m1.png
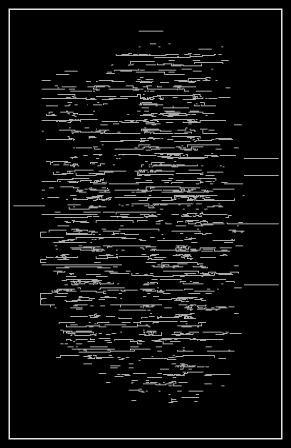
m2.png
Scale bar: 20 um.
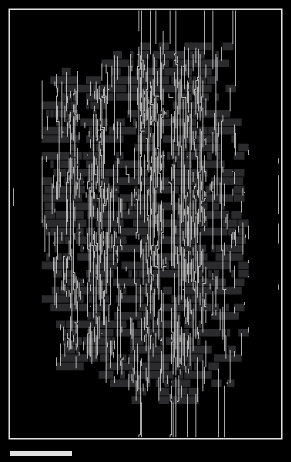
==> config.mk <==
export PLATFORM = sky130hd
export DESIGN_NAME = freq_gate_counter_flat
export DESIGN_NICKNAME = d
export VERILOG_FILES = /design/src/rtl/freq_gate_counter_if.sv /design/src/rtl/freq_gate_counter.sv /design/src/flat_wrapper.sv
export SDC_FILE = /design/constraint.sdc
export NUM_CORES = 1
export LEC_CHECK = 0
export CORE_ASPECT_RATIO = 1.75
export CORE_MARGIN = 10
export CORE_UTILIZATION = 55
export CTS_BUF_LIST = sky130_fd_sc_hd__clkbuf_8
export CTS_CLUSTER_DIAMETER = 30
export DETAILED_ROUTE_END_ITERATION = 8
export PLACE_DENSITY = 0.78
export SLEW_MARGIN = 20
export SYNTH_ARGS = -nofsm -noshare
export SYNTH_HDL_FRONTEND = slang
export SYNTH_SLANG_ARGS = --single-unit
==> constraint.sdc <==
create_clock -name clk -period 6.41 [get_ports clk]
set_input_delay 0.641 -clock clk [delete_from_list [all_inputs] [get_ports clk]]
set_output_delay 0.641 -clock clk [all_outputs]
set_load 0.1 [all_outputs]
==> results.py <==
# Synthesis and PnR figures
metrics = {
    "clocking": {
        "cts.path.max_buffers": 2,
        "insertion_delay_ps": 370,
        "cts_buffers": 9,
        "cts_sinks": 98,
    },
    "power": {
        "power_density_nw_per_um2": 207,
        "p_seq_share_pct": 59.9,
        "power.group.top": "registers",
    },
    "critical_path": {
        "crit_path_max_incr_delay_ps": 440,
        "worst-path-buf-inv": 0,
        "crit_required_ps": 6660,
        "crit_family": "simple AND/OR/NAND/NOR gates",
    },
    "synthesis": {
        "simple_gate_share_pct": 24.3,
        "yosys.area.top_type_share_pct": 55.8,
        "ff_type": "dfrtp_1",
        "synthTopCellsByArea": "dfrtp_1, xor2_1, nor2_1, nand2_1, xnor2_1",
        "synth_area_um2": 4390,
    },
    "outcome": {
        "outcome": "finished, final reports clean",
    },
    "placed_design": {
        "dp_slack_ps": 3580,
    },
    "timing": {
        "rsz0062_at_grt": "false",
        "max_freq_mhz": 351,
    },
    "global_route": {
        "grt_max_degree": 58,
    },
    "floorplan": {
        "core.rowCount": 43,
        "die-area_um2": 12100,
        "dieHeight_um": 138,
    },
}
Back to the opening pictures, m1.png:
The longest straight run is 25.8 um. The wires run mostly horizontal. 422 nets have wire on it. The layer holds 38% of the routed length.
met1 Use GR: 17.1%
Routed Wire Length: 8610 um

Back to the opening pictures, m2.png:
The wires run mostly vertical. The layer carries 4,750 um of wire. The layer holds 55% of the routed length.
GR Util met2: 25.1%
Vias: 3,035

[logic make-up after synthesis]
family                   Yosys count
AND-OR/OR-AND                     35
XOR/XNOR                          54
adder cells (fa/ha/maj)            3
buffers and inverters             29
flip-flops                        98
AND/OR/NAND/NOR                  205
[routing by layer]
metal	track usage [%]	share of wire (%)
met1	17.1	38
met4	7.00	1.7
met5	0	0
met2	25.1	55
met3	4.00	4.7
[per-stage QoR]
stage | cells | power, mW | hold slack, ps
5_1_grt | 554 | 1.07 | 280
3_3_place_gp | 538 | 0.657 | 348
6_report | 554 | 1.04 | 245
3_5_place_dp | 538 | 0.658 | 345
2_1_floorplan | 424 | 0.641 | 331
4_1_cts | 554 | 1.05 | 259
No activity file was given, so power comes from the tool's default toggle rates.
